$ cat src/rtl/led_pkg.sv
// led_pkg: shared definitions for the LED PWM array.
//   Register address map, MODE bit positions, reset value of MODE and the
//   per-LED output mode encoding used in the LEDOUT registers.
package led_pkg;

  localparam logic [4:0] ADDR_MODE    = 5'h00;
  localparam logic [4:0] ADDR_GRPPWM  = 5'h01;
  localparam logic [4:0] ADDR_GRPFREQ = 5'h02;
  localparam logic [4:0] ADDR_LEDOUT0 = 5'h04;
  localparam logic [4:0] ADDR_PWM0    = 5'h10;

  localparam int MODE_SLEEP_BIT  = 4;
  localparam int MODE_DMBLNK_BIT = 5;

  localparam logic [7:0] MODE_RESET = 8'h10;

  // Two bits per LED inside LEDOUTn.
  typedef enum logic [1:0] {
    OFF     = 2'b00,
    ON      = 2'b01,
    PWM     = 2'b10,
    PWM_GRP = 2'b11
  } ledout_mode_e;

endpackage

$ cat src/rtl/led_pwm_channel.sv
// led_pwm_channel: one LED output.
//   Holds the shadow duty (reloaded only at the PWM period boundary), compares
//   it against the shared PWM counter and selects the LED drive from the
//   LEDOUT mode. The LED pin is driven from a register.
// Ports:
//   clk_400K  clock, rising edge
//   reset     asynchronous active-low reset
//   hold      sleep: clears the shadow duty and forces the LED off
//   wrap      high in the cycle the PWM counter rolls over to 0
//   duty      programmed duty (PWMi register, upper PWM_BITS bits)
//   pwm_cnt   shared free-running PWM counter
//   mode      LEDOUT field for this LED
//   grp_gate  group dim/blink gate
//   led       registered LED drive, 1 = on
module led_pwm_channel
  import led_pkg::*;
#(
  parameter int PWM_BITS = 8
) (
  input  logic                clk_400K,
  input  logic                reset,
  input  logic                hold,
  input  logic                wrap,
  input  logic [PWM_BITS-1:0] duty,
  input  logic [PWM_BITS-1:0] pwm_cnt,
  input  ledout_mode_e        mode,
  input  logic                grp_gate,
  output logic                led
);

  logic [PWM_BITS-1:0] shadow_duty;
  logic                raw_p0;
  logic                led_p0;

  // Shadow reload only on wrap, so a write never reshapes a running pulse.
  always_ff @(posedge clk_400K or negedge reset) begin
    if (!reset) begin
      shadow_duty <= '0;
    end else if (hold) begin
      shadow_duty <= '0;
    end else if (wrap) begin
      shadow_duty <= duty;
    end
  end

  // Stage p0: compare and mode select
  assign raw_p0 = (pwm_cnt < shadow_duty);

  always_comb begin
    led_p0 = 1'b0;
    case (mode)
      OFF:     led_p0 = 1'b0;
      ON:      led_p0 = 1'b1;
      PWM:     led_p0 = raw_p0;
      PWM_GRP: led_p0 = raw_p0 & grp_gate;
      default: led_p0 = 1'b0;
    endcase
  end

  // Stage p1: output register
  always_ff @(posedge clk_400K or negedge reset) begin
    if (!reset) begin
      led <= 1'b0;
    end else begin
      led <= hold ? 1'b0 : led_p0;
    end
  end

endmodule

$ cat src/rtl/led_pwm_array.sv
// led_pwm_array: register-programmed PWM driver for NUM_LEDS LEDs.
//   Register file (MODE, GRPPWM, GRPFREQ, LEDOUT0..3, PWM0..15), the shared
//   PWM counter, the group dim counter, the blink prescaler/position and the
//   group gate. One led_pwm_channel per LED does the per-LED work.
// Ports:
//   clk_400K    clock, rising edge
//   reset       asynchronous active-low reset
//   reg_addr    register address
//   reg_wdata   write data
//   reg_write   write strobe (one cycle)
//   reg_read    read strobe (one cycle)
//   reg_rdata   read data, valid with reg_rvalid, held until the next read
//   reg_rvalid  one-cycle pulse, one cycle after reg_read
//   leds        registered LED drive, 1 = on
//   sleep       mirror of MODE.SLEEP
module led_pwm_array
  import led_pkg::*;
#(
  parameter int NUM_LEDS       = 4,
  parameter int PWM_BITS       = 8,
  parameter int BLINK_PRESCALE = 400
) (
  input  logic                clk_400K,
  input  logic                reset,
  input  logic [4:0]          reg_addr,
  input  logic [7:0]          reg_wdata,
  input  logic                reg_write,
  input  logic                reg_read,
  output logic [7:0]          reg_rdata,
  output logic                reg_rvalid,
  output logic [NUM_LEDS-1:0] leds,
  output logic                sleep
);

  localparam int             PS_W    = (BLINK_PRESCALE > 1) ? $clog2(BLINK_PRESCALE) : 1;
  localparam logic [PS_W-1:0] PS_LAST = PS_W'(BLINK_PRESCALE - 1);

  logic               mode_sleep;
  logic               mode_dmblnk;
  logic [7:0]         grppwm;
  logic [7:0]         grpfreq;
  ledout_mode_e       led_mode [NUM_LEDS];
  logic [7:0]         pwm_reg  [NUM_LEDS];

  logic [PWM_BITS-1:0] pwm_cnt;
  logic [7:0]          grp_cnt;
  logic [7:0]          blink_pos;
  logic [7:0]          freq_cnt;
  logic [PS_W-1:0]     presc;

  logic [7:0] rd_data_p0;
  logic       wrap_p0;
  logic       tick_p0;
  logic       dmblnk_flip_p0;
  logic       grp_gate_p0;

  // Register file
  always_ff @(posedge clk_400K or negedge reset) begin
    if (!reset) begin
      mode_sleep  <= MODE_RESET[MODE_SLEEP_BIT];
      mode_dmblnk <= MODE_RESET[MODE_DMBLNK_BIT];
      grppwm      <= '0;
      grpfreq     <= '0;
      for (int i = 0; i < NUM_LEDS; i++) begin
        led_mode[i] <= OFF;
        pwm_reg[i]  <= '0;
      end
    end else if (reg_write) begin
      if (reg_addr == ADDR_MODE) begin
        mode_sleep  <= reg_wdata[MODE_SLEEP_BIT];
        mode_dmblnk <= reg_wdata[MODE_DMBLNK_BIT];
      end
      if (reg_addr == ADDR_GRPPWM)  grppwm  <= reg_wdata;
      if (reg_addr == ADDR_GRPFREQ) grpfreq <= reg_wdata;
      for (int i = 0; i < NUM_LEDS; i++) begin
        if (reg_addr == ADDR_LEDOUT0 + 5'(i / 4))
          led_mode[i] <= ledout_mode_e'(reg_wdata[2*(i%4) +: 2]);
        if (reg_addr == ADDR_PWM0 + 5'(i))
          pwm_reg[i] <= reg_wdata;
      end
    end
  end

  // Read mux: fields belonging to absent LEDs and unmapped addresses stay 0.
  always_comb begin
    rd_data_p0 = '0;
    case (reg_addr)
      ADDR_MODE: begin
        rd_data_p0[MODE_SLEEP_BIT]  = mode_sleep;
        rd_data_p0[MODE_DMBLNK_BIT] = mode_dmblnk;
      end
      ADDR_GRPPWM:  rd_data_p0 = grppwm;
      ADDR_GRPFREQ: rd_data_p0 = grpfreq;
      default:      ;
    endcase
    for (int i = 0; i < NUM_LEDS; i++) begin
      if (reg_addr == ADDR_LEDOUT0 + 5'(i / 4))
        rd_data_p0[2*(i%4) +: 2] = led_mode[i];
      if (reg_addr == ADDR_PWM0 + 5'(i))
        rd_data_p0 = pwm_reg[i];
    end
  end

  // Read port: the mux sees pre-write contents, so read+write to one
  // address returns the old value.
  always_ff @(posedge clk_400K or negedge reset) begin
    if (!reset) begin
      reg_rdata  <= '0;
      reg_rvalid <= 1'b0;
    end else begin
      reg_rvalid <= reg_read;
      if (reg_read) reg_rdata <= rd_data_p0;
    end
  end

  // Stage p0: counter events
  assign wrap_p0        = !mode_sleep && (pwm_cnt == '1);
  assign tick_p0        = (presc == PS_LAST);
  assign dmblnk_flip_p0 = reg_write && (reg_addr == ADDR_MODE) &&
                          (reg_wdata[MODE_DMBLNK_BIT] != mode_dmblnk);

  always_ff @(posedge clk_400K or negedge reset) begin
    if (!reset) begin
      pwm_cnt   <= '0;
      grp_cnt   <= '0;
      blink_pos <= '0;
      freq_cnt  <= '0;
      presc     <= '0;
    end else if (mode_sleep) begin
      pwm_cnt   <= '0;
      grp_cnt   <= '0;
      blink_pos <= '0;
      freq_cnt  <= '0;
      presc     <= '0;
    end else begin
      pwm_cnt <= pwm_cnt + 1'b1;
      if (dmblnk_flip_p0) begin
        grp_cnt   <= '0;
        blink_pos <= '0;
        freq_cnt  <= '0;
        presc     <= '0;
      end else begin
        if (wrap_p0) grp_cnt <= grp_cnt + 1'b1;
        if (tick_p0) begin
          presc <= '0;
          // >= rather than == keeps the divider sane if GRPFREQ shrinks mid-count.
          if (freq_cnt >= grpfreq) begin
            freq_cnt  <= '0;
            blink_pos <= blink_pos + 1'b1;
          end else begin
            freq_cnt <= freq_cnt + 1'b1;
          end
        end else begin
          presc <= presc + 1'b1;
        end
      end
    end
  end

  assign grp_gate_p0 = mode_dmblnk ? (blink_pos < grppwm) : (grp_cnt < grppwm);
  assign sleep       = mode_sleep;

  // Stage p1: per-LED channels (registered outputs)
  for (genvar g = 0; g < NUM_LEDS; g++) begin : g_chan
    led_pwm_channel #(
      .PWM_BITS (PWM_BITS)
    ) u_chan (
      .clk_400K (clk_400K),
      .reset    (reset),
      .hold     (mode_sleep),
      .wrap     (wrap_p0),
      .duty     (pwm_reg[g][7 -: PWM_BITS]),
      .pwm_cnt  (pwm_cnt),
      .mode     (led_mode[g]),
      .grp_gate (grp_gate_p0),
      .led      (leds[g])
    );
  end

endmodule

$ cat config.mk
export PLATFORM = sky130hd
export DESIGN_NAME = led_pwm_array
export DESIGN_NICKNAME = d
export VERILOG_FILES = /design/src/rtl/led_pkg.sv /design/src/rtl/led_pwm_channel.sv /design/src/rtl/led_pwm_array.sv
export SDC_FILE = /design/constraint.sdc
export NUM_CORES = 1
export LEC_CHECK = 0
export CELL_PAD_IN_SITES_DETAIL_PLACEMENT = 0
export CELL_PAD_IN_SITES_GLOBAL_PLACEMENT = 1
export CORE_UTILIZATION = 49
export DETAILED_ROUTE_END_ITERATION = 10
export GPL_ROUTABILITY_DRIVEN = 0
export PLACE_DENSITY = 0.78
export SLEW_MARGIN = 10
export SYNTH_ARGS = -nofsm -noshare
export SYNTH_HDL_FRONTEND = slang
export SYNTH_SLANG_ARGS = --single-unit
$ cat constraint.sdc
create_clock -name clk_400K -period 2.9 [get_ports clk_400K]
set_input_delay 0.58 -clock clk_400K [delete_from_list [all_inputs] [get_ports clk_400K]]
set_output_delay 0.58 -clock clk_400K [all_outputs]
set_load 0.005 [all_outputs]
==> impl.org <==
#+TITLE: Physical design notes

** Setup path
- In this design, the largest share of critical-path delay is due to simple AND/OR/NAND/NOR gates.
- The cell sequence reported for the critical path is ha_1, nand3_1, nor3_1, or2_1, buf_4, o31ai_1, a22o_1.
- Register-to-register path setup slack :: roughly 0.57 ns
- On the worst path, the slowest cell contributes a delay of 0.68 ns.
- Kind of start point of the critical path :: flip-flop
- Crit path kind :: reg2reg
- According to the timing report, the arrival time at the worst endpoint equals 2.63 ns.
- The critical path maximum fanout is 9.

** Power
- The power report attributes to the combinational group a share of 0.194.
- Cell internal power dissipation :: between 0.004 and 0.005 W
- Switching share of power :: 0.283

** Place
- Number of port buffers :: 30
- Detailed placer's ending HPWL :: between 10 and 15 mm
- The number of placed instances, taps included, is ~1000.

** CTS
- Post-cts gate resize count :: 0
- Clock Latency Late Sink :: around 0.42 ns
- Post-CTS Hold Fix Bufs :: 0
- The longest clock path from root to sink contains 2 buffers.
- Clock root buffer :: sky130_fd_sc_hd__clkbuf_16

** Cells and area
- The library cell used most frequently in the layout, excluding fill and tap cells, is sky130_fd_sc_hd__dfrtp_1.
- Relative area change from synthesis to final layout :: 15.5%
- Top cells excl fill/tap :: sky130_fd_sc_hd__dfrtp_1, sky130_fd_sc_hd__nand2_1, sky130_fd_sc_hd__inv_1
- The finished layout holds around 1000 standard cells, fillers aside.

** Route
- Final ANT Viol Nets :: 0
- For this run, design rule violations remaining after detail routing come to 0.
- Via density per instance :: roughly 5.7

** Run status
- The run finished with clean final reports.

** Synthesis
- Number of enable flip-flop cells :: 0
- Commonest flop :: sky130_fd_sc_hd__dfrtp_1
- Number of distinct library cells after synthesis :: roughly 60
- Mapped Avg Cell Area :: a little over 10 sq um

** Die
- The die is approximately 130 um tall.
- According to the floorplan report, the placeable core area is 15300 sq um.
- The floorplan step records an initial core utilization of 0.507.

** Final timing
- Of the available clock period, the critical path in the final layout requires 0.803.
- The pin closest to its max-slew limit shows a slew of ~0.8 ns.
- Post-layout minimum cycle time :: about 2.3 ns
- Post-route clock skew :: roughly 0.0073 ns
- Fmax :: 430 MHz
- Slew Viols, Final :: 0
- Final setup violation count :: 0
[routing by layer]
metal	up-vias	routed length (um)	global-route usage
met5	-	0	0
met4	0	475	0.0934
met3	31	785	0.0530
met2	120	9580	0.429
met1	2923	8620	0.336
li1	2779	-	-
[worst paths after layout]
check	start	to	cells after the start
max in group asynchronous	reset	freq_cnt[2]	2
worst max register to register	presc[0]	freq_cnt[6]	7
worst max-delay path	presc[0]	freq_cnt[6]	7
worst min-delay path	reset	pwm_cnt[4]	1
worst min register to register	presc[0]	presc[0]	1
min in group clk_400K	presc[0]	presc[0]	1
[power by group through the flow]
stage / combinational, W / clock, W / sequential [W]
floorplan: 0.000892 / 0 / 0.00251
global placement: 0.00118 / 0 / 0.00265
detailed placement: 0.00123 / 0 / 0.00266
CTS: 0.00124 / 0.00252 / 0.00263
global route: 0.00140 / 0.00259 / 0.00267
finish: 0.00123 / 0.00248 / 0.00263
[area by class of cell]
cell class / count / area (sq um)
fill: 1362 / 6340
multi-input combinational: 529 / 3750
sequential: 144 / 3600
clock buffer: 21 / 470
timing repair buffer: 50 / 464
tap: 211 / 264
inverter: 56 / 210
clock inverter: 10 / 206
[logic make-up (layout without fill, tap and decap cells)]
kind of cell | count (synthesis) | in the layout | synth area share
XOR/XNOR | 21 | 21 | 0.0237
adder cells (fa/ha/maj) | 55 | 55 | 0.0886
multiplexers | 56 | 56 | 0.0817
AND/OR/NAND/NOR | 239 | 239 | 0.152
buffers and inverters | 94 | 137 | 0.0532
AND-OR/OR-AND | 158 | 158 | 0.137
flip-flops | 144 | 144 | 0.464
[synth_stat cells (all sizes together) (4+ instances only)]
master	n
dfrtp	143
nand2	100
inv	56
mux2	56
ha	55
a21oi	44
nor2	41
o21ai	26
nand3	23
buf	21
clkbuf	17
a21o	13
xor2	13
and3	12
a22o	11
nand2b	11
nor2b	10
o31ai	10
nand4	9
a211oi	8
xnor2	8
a221oi	7
and2	7
nor3	7
a31oi	5
a22oi	4
nor4	4
o22ai	4
[metrics by stage]
stage | area [sq um] | total power [W] | utilization
detailed placement | 8300 | 0.00389 | 0.542
finish | 8970 | 0.00635 | 0.586
global placement | 8300 | 0.00383 | 0.542
floorplan | 7770 | 0.00340 | -
global route | 8970 | 0.00666 | 0.586
CTS | 8970 | 0.00639 | 0.586
**Sequential cells coloured by netlist name**

Other sequential cells in the stronger grey, the rest of the logic in the fainter grey.
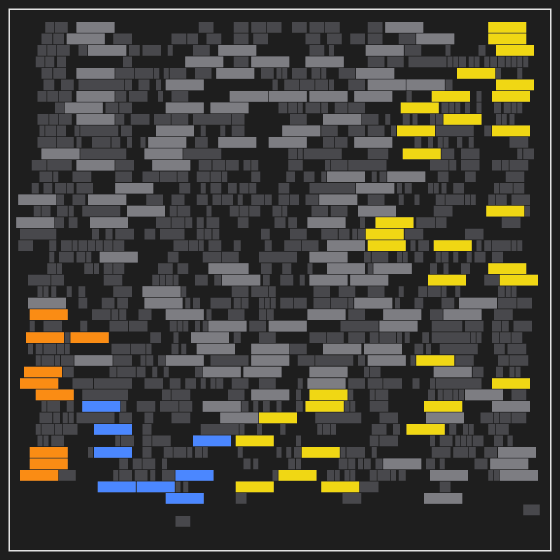
legend:
  orange:
    netlist_name: presc
    placed_flops: 9
  yellow:
    netlist_name: g_chan.u_chan.shadow_duty
    placed_flops: 32
  blue:
    netlist_name: grp_cnt
    placed_flops: 8
    where: bottom left
not coloured: 95
Layout Utilization: 0.586
power consumed by sequential cells: 0.00263 W

**Metal 1**

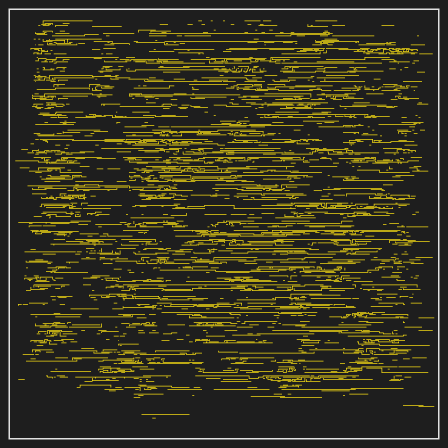
share of all routed wire: 44%
main direction: horizontal
global-route track usage on met1: 0.336
Final Routed Wirelength: 19.5 mm
via count: 5853

**Track usage over the die**

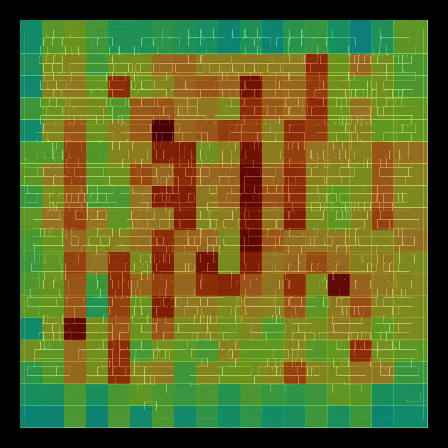
drt wl/cell: 19.1 um
overall global routing resource usage: 0.259
global routing usage on met3: 0.0530

**Clock network drawn from the DEF**

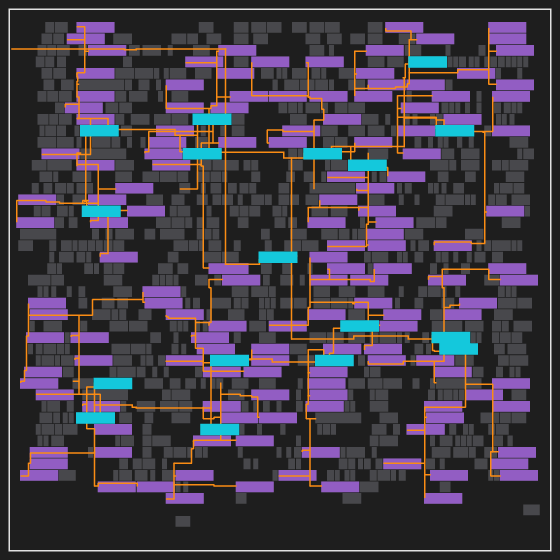
legend:
  orange:
    item: clock wires
    length: 1710 um
  cyan:
    item: clock-net drivers
    count: 17
  purple:
    item: flip-flops
    count: 144
flops lie: all over the die
routed clock nets: 18

**I/O nets highlighted**

Bar = 50 um.
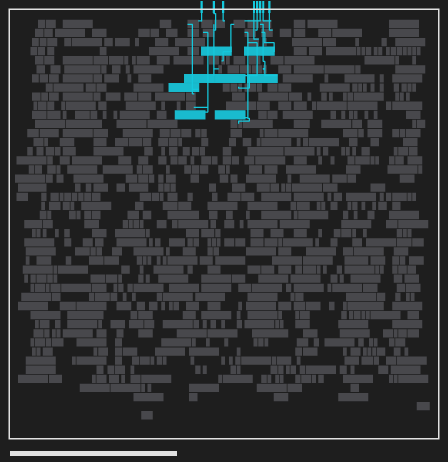
legend:
  cyan:
    port: reg_rdata
    bits: 8
    direction: output
    end_cells: 8
    wire: 221 um

No activity file was given, so power comes from the tool's default toggle rates.
